**config.mk**
```make
export PLATFORM = sky130hd
export DESIGN_NAME = acl_tx_sched
export DESIGN_NICKNAME = d
export VERILOG_FILES = /design/src/rtl/acl_tx_sched.sv
export SDC_FILE = /design/constraint.sdc
export NUM_CORES = 1
export LEC_CHECK = 0
export CORE_MARGIN = 2
export CORE_UTILIZATION = 42
export DETAILED_ROUTE_END_ITERATION = 6
export GPL_TIMING_DRIVEN = 0
export PLACE_DENSITY = 0.62
export REMOVE_ABC_BUFFERS = 1
export SYNTH_ARGS = -nofsm -noshare
export SYNTH_HDL_FRONTEND = slang
export SYNTH_SLANG_ARGS = --single-unit
```
**constraint.sdc**
```tcl
create_clock -name clk_6M -period 11.1 [get_ports clk_6M]
set_clock_uncertainty 0.1 [all_clocks]
set_input_delay 2.775 -clock clk_6M [delete_from_list [all_inputs] [get_ports clk_6M]]
set_output_delay 2.775 -clock clk_6M [all_outputs]
set_load 0.05 [all_outputs]
```
**src/rtl/acl_tx_sched.sv**
```systemverilog
// Master-side ACL transmit scheduler: each master TX slot picks an ARQ retransmission,
// then round-robin data, then an overdue POLL. Optional build macro: ACL_RETX_LIMIT_EN.
module acl_tx_sched #(
  parameter int TPOLL_W = 16,
  parameter int RETX_W  = 4
) (
  input  logic               clk_6M,
  input  logic               rstz,
  input  logic               regi_isMaster,
  input  logic               ms_tslot_p,
  input  logic               connsnewmaster,
  input  logic               sco_reserved,
  input  logic [7:0]         regi_lt_active,
  input  logic [7:0]         regi_txdata_pend,
  input  logic [3:0]         regi_packet_type,
  input  logic [TPOLL_W-1:0] regi_tpoll,
  input  logic [RETX_W-1:0]  regi_max_retx,
  input  logic [7:0]         srcFLOW,
  input  logic [7:0]         dec_arqn,
  output logic [2:0]         ms_lt_addr,
  output logic               ms_txcmd_p,
  output logic [3:0]         txpktype,
  output logic [7:0]         poll_due,
  output logic               flush_p
);

  typedef enum logic [1:0] {ST_IDLE, ST_ARB, ST_ISSUE} state_t;
  localparam logic [3:0] PKT_POLL = 4'h1;

  state_t     state_q;
  logic [2:0] rr_q;
  logic [2:0] last_lt_q;
  logic       last_data_q;

  logic [7:0] act;
  logic       retx_ok, flush_hit, data_found, poll_found;
  logic [2:0] data_lt, poll_lt, scan_idx;
  logic       sel_valid, sel_data;
  logic [2:0] sel_lt, sel_rr;
  logic [3:0] sel_type;
  logic       issue_now, flush_now;

  // LT_ADDR 0 is the broadcast address and never scheduled here.
  assign act = regi_lt_active & 8'hFE;
  assign poll_due[0] = 1'b0;

  for (genvar g = 1; g < 8; g++) begin : g_lt
    logic [TPOLL_W-1:0] cnt_q;

    assign poll_due[g] = act[g] && (regi_tpoll != '0) && (cnt_q >= regi_tpoll);

    always_ff @(posedge clk_6M or negedge rstz) begin
      if (!rstz) begin
        cnt_q <= '0;
      end else if (connsnewmaster || !act[g] || (issue_now && sel_lt == 3'(g))) begin
        cnt_q <= '0;
      end else if (ms_tslot_p && cnt_q != '1) begin
        cnt_q <= cnt_q + 1'b1;
      end
    end
  end

`ifdef ACL_RETX_LIMIT_EN
  logic [RETX_W-1:0] retry_q;

  // A flushed retransmission restarts the count even if data follows in the same slot.
  always_ff @(posedge clk_6M or negedge rstz) begin
    if (!rstz) begin
      retry_q <= '0;
    end else if (connsnewmaster || flush_now) begin
      retry_q <= '0;
    end else if (issue_now) begin
      retry_q <= retx_ok ? retry_q + 1'b1 : '0;
    end
  end
`else
  logic unused_max_retx;
  assign unused_max_retx = ^regi_max_retx;
`endif

  // NOTE: every always_comb output gets a default before any branch, so no latch can form.
  always_comb begin
    retx_ok = last_data_q && !dec_arqn[last_lt_q] && act[last_lt_q];
`ifdef ACL_RETX_LIMIT_EN
    flush_hit = retx_ok && (regi_max_retx != '0) && (retry_q == regi_max_retx);
`else
    flush_hit = 1'b0;
`endif
    data_found = 1'b0;
    data_lt    = 3'd0;
    poll_found = 1'b0;
    poll_lt    = 3'd0;
    scan_idx   = rr_q;
    for (int k = 0; k < 7; k++) begin
      if (!data_found && act[scan_idx] && regi_txdata_pend[scan_idx] && srcFLOW[scan_idx]) begin
        data_found = 1'b1;
        data_lt    = scan_idx;
      end
      if (!poll_found && poll_due[scan_idx]) begin
        poll_found = 1'b1;
        poll_lt    = scan_idx;
      end
      scan_idx = (scan_idx == 3'd7) ? 3'd1 : scan_idx + 3'd1;
    end

    sel_valid = 1'b0;
    sel_data  = 1'b0;
    sel_lt    = last_lt_q;
    sel_type  = regi_packet_type;
    sel_rr    = rr_q;
    if (retx_ok && !flush_hit) begin
      sel_valid = 1'b1;
      sel_data  = 1'b1;
    end else if (data_found) begin
      sel_valid = 1'b1;
      sel_data  = 1'b1;
      sel_lt    = data_lt;
      sel_rr    = (data_lt == 3'd7) ? 3'd1 : data_lt + 3'd1;
    end else if (poll_found) begin
      sel_valid = 1'b1;
      sel_lt    = poll_lt;
      sel_type  = PKT_POLL;
    end
  end

  assign issue_now = (state_q == ST_ARB) && regi_isMaster && !connsnewmaster && sel_valid;
  assign flush_now = (state_q == ST_ARB) && regi_isMaster && !connsnewmaster && flush_hit;

  // NOTE: sequential state uses non-blocking assignments so every register samples pre-edge values.
  always_ff @(posedge clk_6M or negedge rstz) begin
    if (!rstz) begin
      state_q     <= ST_IDLE;
      ms_lt_addr  <= 3'd0;
      ms_txcmd_p  <= 1'b0;
      txpktype    <= 4'h0;
      flush_p     <= 1'b0;
      rr_q        <= 3'd1;
      last_lt_q   <= 3'd0;
      last_data_q <= 1'b0;
    end else begin
      ms_txcmd_p <= 1'b0;
      // flush_p is registered, so it lines up with the ms_txcmd_p of the same slot.
      flush_p    <= flush_now;
      if (connsnewmaster) begin
        state_q     <= ST_IDLE;
        rr_q        <= 3'd1;
        last_data_q <= 1'b0;
      end else begin
        case (state_q)
          ST_IDLE: begin
            if (ms_tslot_p && regi_isMaster && !sco_reserved) state_q <= ST_ARB;
          end
          ST_ARB: begin
            state_q <= issue_now ? ST_ISSUE : ST_IDLE;
            if (flush_now) last_data_q <= 1'b0;
            if (issue_now) begin
              ms_lt_addr  <= sel_lt;
              txpktype    <= sel_type;
              ms_txcmd_p  <= 1'b1;
              last_lt_q   <= sel_lt;
              last_data_q <= sel_data;
              rr_q        <= sel_rr;
            end
          end
          default: state_q <= ST_IDLE;
        endcase
      end
    end
  end

endmodule

```
run_1/placement_by_type.png
The bar under the picture is 50 µm long.
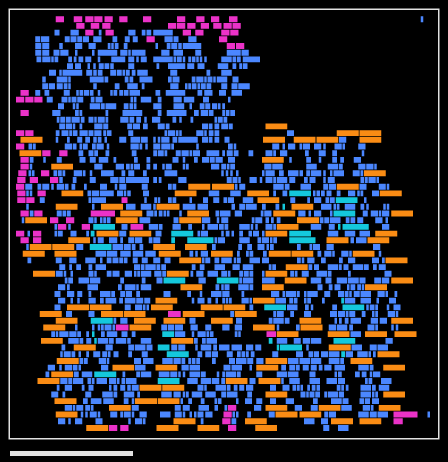
Key: orange = flops [cells 126, share of their area 24%]; magenta = other buffers and delay cells [cells 77, share of their area 6.3%]; blue = combinational and other logic [cells 1,211, share of their area 65%]; cyan = clock drivers and dummy loads [cells 32, share of their area 4.5%]

run_1/flops_by_reg.png
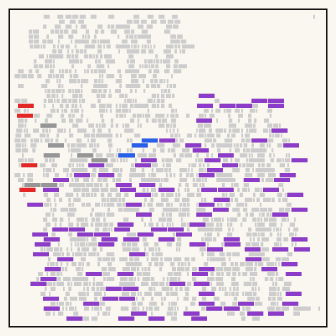
Key: red = `txpktype` [sequential cells 4, where left middle]; purple = `g_lt.cnt_q` [sequential cells 112]; blue = `rr_q` [sequential cells 3]
Another 7 sequential cells are not colored.

==> results.cfg, run 1 <==
; physical design summary
[floorplan]
coreArea_um2 = 28500
rows = 62
boundaryPins = 79
fp.dieH_um = 174
chipArea_um2 = 30200
die_x_um = 174
initCoreUtil_pct = 42.4

[final_layout]
fin_nets = 1627
stdcell_count = 1830
layout_top_cells = 179 x nand2_1, 132 x ha_1, 125 x dfrtp_1, 81 x nor2_1, 72 x a21oi_1
area_growth_pct = 12.3
drive_gt1_share_pct = 8.99
design_area_um2 = 13600
lay_top_count = nand2_1
antenna_cells = 0
post-route-util_pct = 47.6

[route]
vias = 11000
viasPerCell = 5.99
wl_per_cell_um = 19.9
drt_iter0_markers = 776
routed_wl_um = 36400
drc = 4
first_pass_iters = 7
ant_nets = 0

[synth]
largest_area_cell = dfrtp_1
yosys_area_um2 = 12100
ys_top_logic_family = AND-OR/OR-AND gates
yosys-top-cells-area = dfrtp_1 26%, ha_1 14%, nand2_1 5.6%
synthAoiAreaFrac_pct = 22.9
synth_area_um2 = 12100
ys_sh_simple_pct = 20.8
fa_ha_area_share_pct = 13.7
yosysTopAreaCellShare_pct = 25.9
yosysCellCount = 1400
mux_area_share_pct = 3.43
synthXorXnorAreaFrac_pct = 7.60
synthArstFlopShare_pct = 100
yosysSeqAreaShare_pct = 26.1
syn_avg_cell_area_um2 = 8.64
edf_count = 0
ys_types = 101
syn-instance-count = 1400
numSynthFlops = 126
ys_warn_count = 0
synthFlopType = dfrtp_1

[job]
tool_warnings = 33
drv_cap = 0

[global_route]
grt.total_usage_pct = 23.9
use_met1_pct = 33.4
grt_overflow = 0
grt_pass1_wl_um = 57100
grt_pass1_vias = 10200
use_met2_pct = 38.0
use_met3_pct = 3.84
grt_max_degree = 82
antenna_found_initial = 0
busiest_layer = met2

[timing]
hold_viol = 0
setup_violations = 0
period_used_pct = 86.5
maxSlewViolCount = 0
setup_ws_ps = 1500
fmaxAchievable_mhz = 104
slew_headroom_pct = 4.23
grt_setup_unrepaired = no
holdWs_ps = 338
max_slew.worst_pin.slew_ps = 1420
final.setup.tns_ps = 0
fin_crit_ps = 9600

[clock_network]
cts_tree = done
cts_setup_buffers = 0
cts-root-buf = clkbuf_16
cts_resized = 0
numCtsBuffers = 17
cts_max_path_buffers = 2
clock-sinks = 126
insertion_delay_ps = 430
path_clk_slew_ps = 60
cts_hold_buf = 0
htree_levels = 4

[status]
failed_checks = design-rule violations
status = finished, violations left

[placed_design]
place_congestion = 0.921
io_buffers = 70
placedCellCount = 1797
placed_cell_area_um2 = 13000
post-place-ws_ps = 1630
dp_hpwl_um = 26000

[power_and_ir_drop]
power_density_nw_per_um2 = 104
fin_total_pwr_mw = 1.41
ir_drop_mv = 0.0955
p_leak_nw = 5.79

[worst_setup_path]
crit_path_max_fanout = 7
arrival_ps = 6730
start_kind = input pin
cp.required_ps = 8230
path_class = in2out
worstSetupEndpointType = primary output

[hold_path]
min_path_type = reg2reg
run_1/power_grid.png
Pins as bars on the die edge. Tap cells in gray.
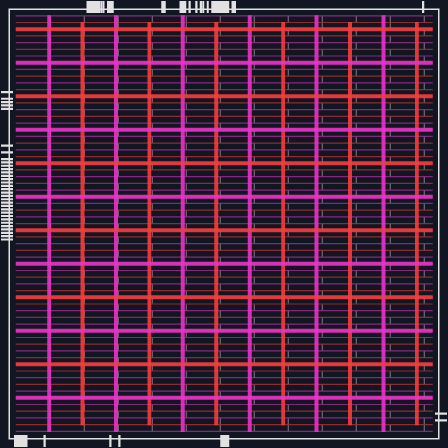
Key: red = VDD; magenta = VSS
79 signal pins sit on the boundary. 63 met1 rails follow the rows. The core has 62 rows. 384 tap cells. 12 straps on met4.

[run 1: logic make-up (layout without fill, tap and decap cells)]
logic type | after synthesis | after routing
adders and majority gates | 132 | 132
DFF | 126 | 126
and+or+nand+nor | 506 | 506
muxes | 31 | 31
xor gates and xnor gates | 105 | 105
other | 1 | 2
AOI/OAI and AO/OA | 370 | 370
buffers and inverters | 129 | 174
[run 1: worst paths after layout]
check                               start                 to  slack (ps)  cells past startpoint
setup / recovery           regi_tpoll[14]        poll_due[6]        1500                      9
hold / removal                 state_q[0]         state_q[0]         340                      1
setup reg to reg                  rr_q[0]   g_lt[7].cnt_q[8]        2970                     18
hold reg to reg                state_q[0]         state_q[0]         340                      1
max in group asynchronous            rstz            rr_q[0]        7920                      2
min in group asynchronous            rstz  g_lt[6].cnt_q[12]        2180                      1
[run 1: cell type report]
cell class,instances,area [µm²]
clock inverters,7,110
clock buffers,25,475
fillers,2866,15000
multi-input cells,1146,8290
well taps,384,480
repair buffers,77,821
inverters,65,251
flip-flops and latches,126,3150
[run 1: cells in the mapped netlist (9+ instances only)]
cell / count
a211oi_2: 16
or3_1: 13
ha_1: 132
inv_1: 60
o21a_1: 9
buf_2: 11
nand2b_1: 14
buf_6: 18
nand4_1: 36
nand3_1: 62
xnor2_1: 62
o211ai_1: 17
and3_1: 34
a31oi_1: 11
o21ai_0: 48
clkbuf_1: 29
a21oi_2: 36
nor2_1: 81
a211oi_1: 59
nor3_1: 28
xor2_1: 43
and2_1: 12
nand2_1: 179
nor2b_1: 9
a21oi_1: 72
mux2i_1: 19
dfrtp_1: 125
[run 1: routing by layer]
metal | vias to the layer above | wire length (µm)
met5 | - | 0
met4 | 0 | 781
met3 | 48 | 2170
met2 | 351 | 16700
met1 | 5312 | 16700
li1 | 5253 | -
[run 1: where the power goes]
part           leakage, nW  switching (mW)  internal, mW
combinational         3.75           0.246         0.111
clock                0.289           0.204         0.364
sequential            1.75          0.0133         0.469
[run 1: sequential cells by signal, indices dropped and copies added, names as in the netlist]
name and flops:
last_lt_q 3, ms_txcmd_p 1, rr_q 3, state_q 2, txpktype 4, last_data_q 1, g_lt.cnt_q 112
[run 1: critical path: stages]
cell and delay, ps:
clkdlybuf4s50_1 500, inv_1 300, ha_1 430, nand4_1 140
nor2_1 140, o2111ai_1 110, o21ai_0 1090, and2_1 380
clkdlybuf4s50_1 850
==> run 2: changes to the inputs <==
Settings changed: CAP_MARGIN set to 20.
==> run 2 against run 1 <==
The flow now finishes without violations; maximum frequency is 2.1% higher; total power is 0.72% lower; register-to-register slack better by 250 ps; hold slack worse by 1.1 ps; final cell count is 0.22% higher; synthesized area stayed put; setup slack better by 190 ps; core utilization is 0.13 points higher; non-clock buffer count is 5 higher; critical endpoint is now poll_due[2]; largest cell class unchanged.
==> results.cfg, run 2 <==
; physical design summary
[placed_design]
place_congestion = 0.921
io_buffers = 70
dp_hpwl_um = 26000
post-place-ws_ps = 1730

[global_route]
grt_pass1_vias = 10300
grt_pass1_wl_um = 57300
grt_overflow = 0

[route]
viasPerCell = 6.00
vias = 11000
drt_iter0_markers = 963
drc = 0

[clock_network]
cts_tree = done
htree_levels = 4
clock-sinks = 126
path_clk_slew_ps = 60
numCtsBuffers = 17
cts_resized = 0

[floorplan]
fp.dieH_um = 174
chipArea_um2 = 30200

[synth]
numSynthFlops = 126
synth_area_um2 = 12100
ys_types = 101
syn-instance-count = 1400
fa_ha_area_share_pct = 13.7
synthAoiAreaFrac_pct = 22.9
synthArstFlopShare_pct = 100
synthXorXnorAreaFrac_pct = 7.60
yosysCellCount = 1400
yosysMostFrequentCell = nand2_1
edf_count = 0
mux_area_share_pct = 3.43
synthFlopType = dfrtp_1
yosys_area_um2 = 12100

[job]
tool_warnings = 33
drv_cap = 0

[worst_setup_path]
path_class = in2out
crit_path_max_fanout = 8
max_stage_delay_ps = 840
worstSetupEndpointType = primary output
arrival_ps = 6530
cp_slowest_cell = clkdlybuf4s50_1
start_kind = input pin
cp_common_cell = clkdlybuf4s50_1

[final_layout]
drive_gt1_share_pct = 9.45
layout_top_cells = 179 x nand2_1, 132 x ha_1, 125 x dfrtp_1, 81 x nor2_1, 72 x a21oi_1
design_area_um2 = 13600
fin_nets = 1632
regMostFlops = g_lt.cnt_q
lay_top_count = nand2_1
fillers = 2866
layout.area.comb_um2 = 8290

[power_and_ir_drop]
seqPwrFrac_pct = 34.5
internal_power_uw = 934
power_density_nw_per_um2 = 102
p_leak_nw = 5.82

[timing]
fmaxAchievable_mhz = 106
slew_headroom_pct = 25.8
setup_ws_ps = 1690
period_used_pct = 84.8
holdWs_ps = 337
final.setup.tns_ps = 0
hold_viol = 0

[status]
status = finished clean
## run 2: cell counts after synthesis
Identical to the previous run, type by type.
## run 2: final cells by class
class / count / share of cell area [%]
Sequential cell: 126 / 23.2
Clock inverter: 7 / 0.624
Timing Repair Buffer: 82 / 6.36
Inverter: 65 / 1.85
Multi-Input combinational cell: 1146 / 60.9
Tap cell: 384 / 3.53
Clock buffer: 24 / 3.61
## run 2: stage by stage
step                utilization [%]  std cells
global placement               45.1       1791
global route                   47.7       1834
finish                         47.7       1834
CTS                            47.7       1832
detailed placement             45.7       1801
floorplan                         -       1337
## run 2: path summary, 6_finish.rpt
| kind | start | to | slack, ps | cells after the start |
|---|---|---|---|---|
| worst min register to register | state_q[0] | state_q[0] | 340 | 1 |
| worst min-delay path | state_q[0] | state_q[0] | 340 | 1 |
| min in group asynchronous | rstz | g_lt[6].cnt_q[12] | 2170 | 1 |
| max in group asynchronous | rstz | rr_q[0] | 7930 | 2 |
| worst max register to register | rr_q[0] | g_lt[2].cnt_q[4] | 3220 | 19 |
| worst max-delay path | regi_tpoll[0] | poll_due[2] | 1690 | 9 |
## run 2: kinds of logic (layout without fill, tap and decap cells)
| family | Yosys count | in the layout |
|---|---|---|
| AND/OR/NAND/NOR | 506 | 506 |
| AND-OR/OR-AND | 370 | 370 |
| adder cells (fa/ha/maj) | 132 | 132 |
| buffers and inverters | 129 | 178 |
| flip-flops | 126 | 126 |
| XOR/XNOR | 105 | 105 |
| multiplexers | 31 | 31 |
| other | 1 | 2 |
## run 2: power groups by stage
stage / Combinational, mW / Clock (mW) / Sequential [mW]
3_3_place_gp: 0.339 / 0 / 0.490
2_1_floorplan: 0.189 / 0 / 0.511
5_1_grt: 0.389 / 0.587 / 0.484
6_report: 0.360 / 0.554 / 0.482
3_5_place_dp: 0.355 / 0 / 0.490
4_1_cts: 0.358 / 0.563 / 0.482
## run 2: layer usage
layer  global-route usage [%]  vias to the layer above  part of all wire, %
met1                     32.8                     5302                   46
met3                     4.47                       75                  6.0
li1                         -                     5247                    -
met5                        0                        -                    0
met4                     9.00                        0                  3.3
met2                     37.5                      388                   45
run_2/clk_routes.png
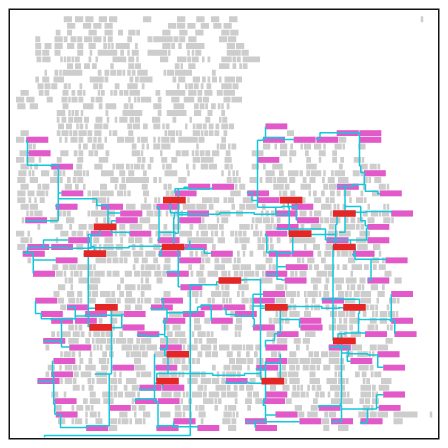
Key: red = clock drivers [count 17]; magenta = flip-flops [count 126]; cyan = clock wires [length 1,910 µm]
There are 18 routed clock nets.
Clk Latency, worst-skew pair: 430 ps
Clk pwr share: 39.7%
Clk power: 554 µW

==> run 3: changes to the inputs <==
Clock period 11.1 ns to 9.4 ns, I/O delays scaled along.
==> run 3 against run 2 <==
Via count did not move; sequential share of layout area did not move; global-route usage unchanged; total power increased by 18%; die area is the same; largest power group unchanged; final area unchanged; first-iteration DRC count unchanged; flip-flop count unchanged; largest cell class unchanged; critical path type unchanged; critical endpoint unchanged.
==> results.cfg, run 3 <==
; physical design summary
[synth]
syn_avg_cell_area_um2 = 8.64
yosys-top-cells-count = 179 x nand2_1, 132 x ha_1, 125 x dfrtp_1, 81 x nor2_1, 72 x a21oi_1
ys_types = 101
yosysMostFrequentCell = nand2_1
yosysSeqAreaShare_pct = 26.1
largest_area_cell = dfrtp_1
yosys_area_um2 = 12100
yosysCellCount = 1400
yosysTopAreaCellShare_pct = 25.9
syn-instance-count = 1400
synthArstFlopShare_pct = 100
edf_count = 0
synthFlopType = dfrtp_1
synth_area_um2 = 12100
yosys-top-cells-area = dfrtp_1 26%, ha_1 14%, nand2_1 5.6%

[timing]
period_used_pct = 91.1
hold_viol = 0
fin_crit_ps = 8560

[worst_setup_path]
arrival_ps = 6110
cp.required_ps = 6950
r2r_cells = 19
crit_path_max_fanout = 8
worstSetupEndpointType = primary output
r2r_setup_slack_ps = 1520

[route]
wl_per_cell_um = 19.8
drc = 0
drt_iter0_markers = 963
ant_nets = 0

[power_and_ir_drop]
switching_share_pct = 33.1
internal_power_mw = 1.10
p_switching_uw = 546
clockPowerShare_pct = 39.7

[clock_network]
cts_tree = done
cts_resized = 0
numCtsBuffers = 17
insertion_delay_ps = 430
cts_hold_buf = 0
cts_setup_buffers = 0
path_clk_slew_ps = 60
cts-root-buf = clkbuf_16

[global_route]
grt_max_degree = 82
grt_overflow = 0
grt.total_usage_pct = 23.9
grt_pass1_wl_um = 57300
grt_pass1_vias = 10300

[final_layout]
drive_gt1_share_pct = 9.45
largestRegisters = g_lt.cnt_q (112), txpktype (4)
area_growth_pct = 12.6
largest_register_ffs = 112
lay_top_count = nand2_1
regMostFlops = g_lt.cnt_q
fin_nets = 1632

[floorplan]
die_x_um = 174
coreArea_um2 = 28500
boundaryPins = 79
chipArea_um2 = 30200
rows = 62

[hold_path]
min_path_type = reg2reg
hold_path_end = state_q[0]
min_path_cells = 1

[job]
drv_cap = 0
tool_warnings = 33

[placed_design]
dp_hpwl_um = 26000

[status]
status = finished clean
run 3: cell counts in the layout (fill, tap and decap cells not counted):
No cell type changed its count.
run 3: power groups by stage:
stage | Combinational [mW] | Sequential [mW] | Clock [mW]
4_1_cts | 0.423 | 0.569 | 0.665
6_report | 0.425 | 0.569 | 0.654
5_1_grt | 0.460 | 0.571 | 0.693
2_1_floorplan | 0.224 | 0.604 | 0
3_5_place_dp | 0.420 | 0.578 | 0
3_3_place_gp | 0.400 | 0.578 | 0
run 3: per-stage QoR:
step	power, mW	hold slack, ps	area (µm²)	instances
final	1.65	337	13600	1834
after global placement	0.978	316	12900	1791
after floorplan	0.827	307	11700	1337
after detailed placement	0.998	326	13000	1801
after CTS	1.66	334	13600	1832
after global routing	1.72	346	13600	1834
run 3: cell families (layout without fill, tap and decap cells):
logic type / Yosys count / after routing / synth area share (%)
and+or+nand+nor: 506 / 506 / 20.8
AOI/OAI and AO/OA: 370 / 370 / 22.9
adders and majority gates: 132 / 132 / 13.7
buffers and inverters: 129 / 178 / 5.50
DFF: 126 / 126 / 26.1
xor gates and xnor gates: 105 / 105 / 7.60
muxes: 31 / 31 / 3.43
other: 1 / 2 / 0.0310
run 3: per-layer routing:
layer,share of wire (%),vias to the layer above,global-route usage (%)
met2,45,388,37.5
li1,-,5247,-
met5,0,-,0
met4,3.3,0,9.00
met3,6.0,75,4.47
met1,46,5302,32.8
run 3: layout make-up:
cell class	instances	area (µm²)	share of cell area (%)
clock buffer	24	492	3.61
clock inverter	7	85.1	0.624
inverter	65	251	1.85
multi-input combinational	1146	8290	60.9
sequential	126	3150	23.2
tap	384	480	3.53
timing repair buffer	82	867	6.36
run 3: worst max-delay path, cell delays in order:
cell and delay, ps:
clkdlybuf4s50_1 770, ha_1 480, nor2b_1 40, o21ai_0 200, a31oi_1 120, o211ai_1 610, nand3_1 410, inv_1 260
clkdlybuf4s50_1 840
run 3: how the worst max path moves through the flow:
stage / startpoint / end / slack (ps) / cells after the start
final: regi_tpoll[0] / poll_due[2] / 840 / 9
after global routing: regi_tpoll[14] / poll_due[7] / 780 / 9
after floorplan: regi_tpoll[14] / g_lt[4].cnt_q[0] / 1980 / 14
after detailed placement: regi_tpoll[0] / poll_due[2] / 880 / 9
after CTS: regi_tpoll[0] / poll_due[2] / 860 / 9
after global placement: regi_tpoll[14] / g_lt[4].cnt_q[14] / -120 / 15
run_3/flops_by_reg.png
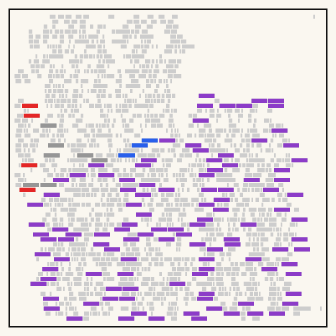
Key: red = `txpktype` [sequential cells 4, where left middle]; blue = `rr_q` [sequential cells 3]; purple = `g_lt.cnt_q` [sequential cells 112]
P_seq: 569 µW
Final Util: 47.7%
Seq area share: 23.2%
Reg area: 3150 µm²

No activity file was given, so power comes from the tool's default toggle rates.
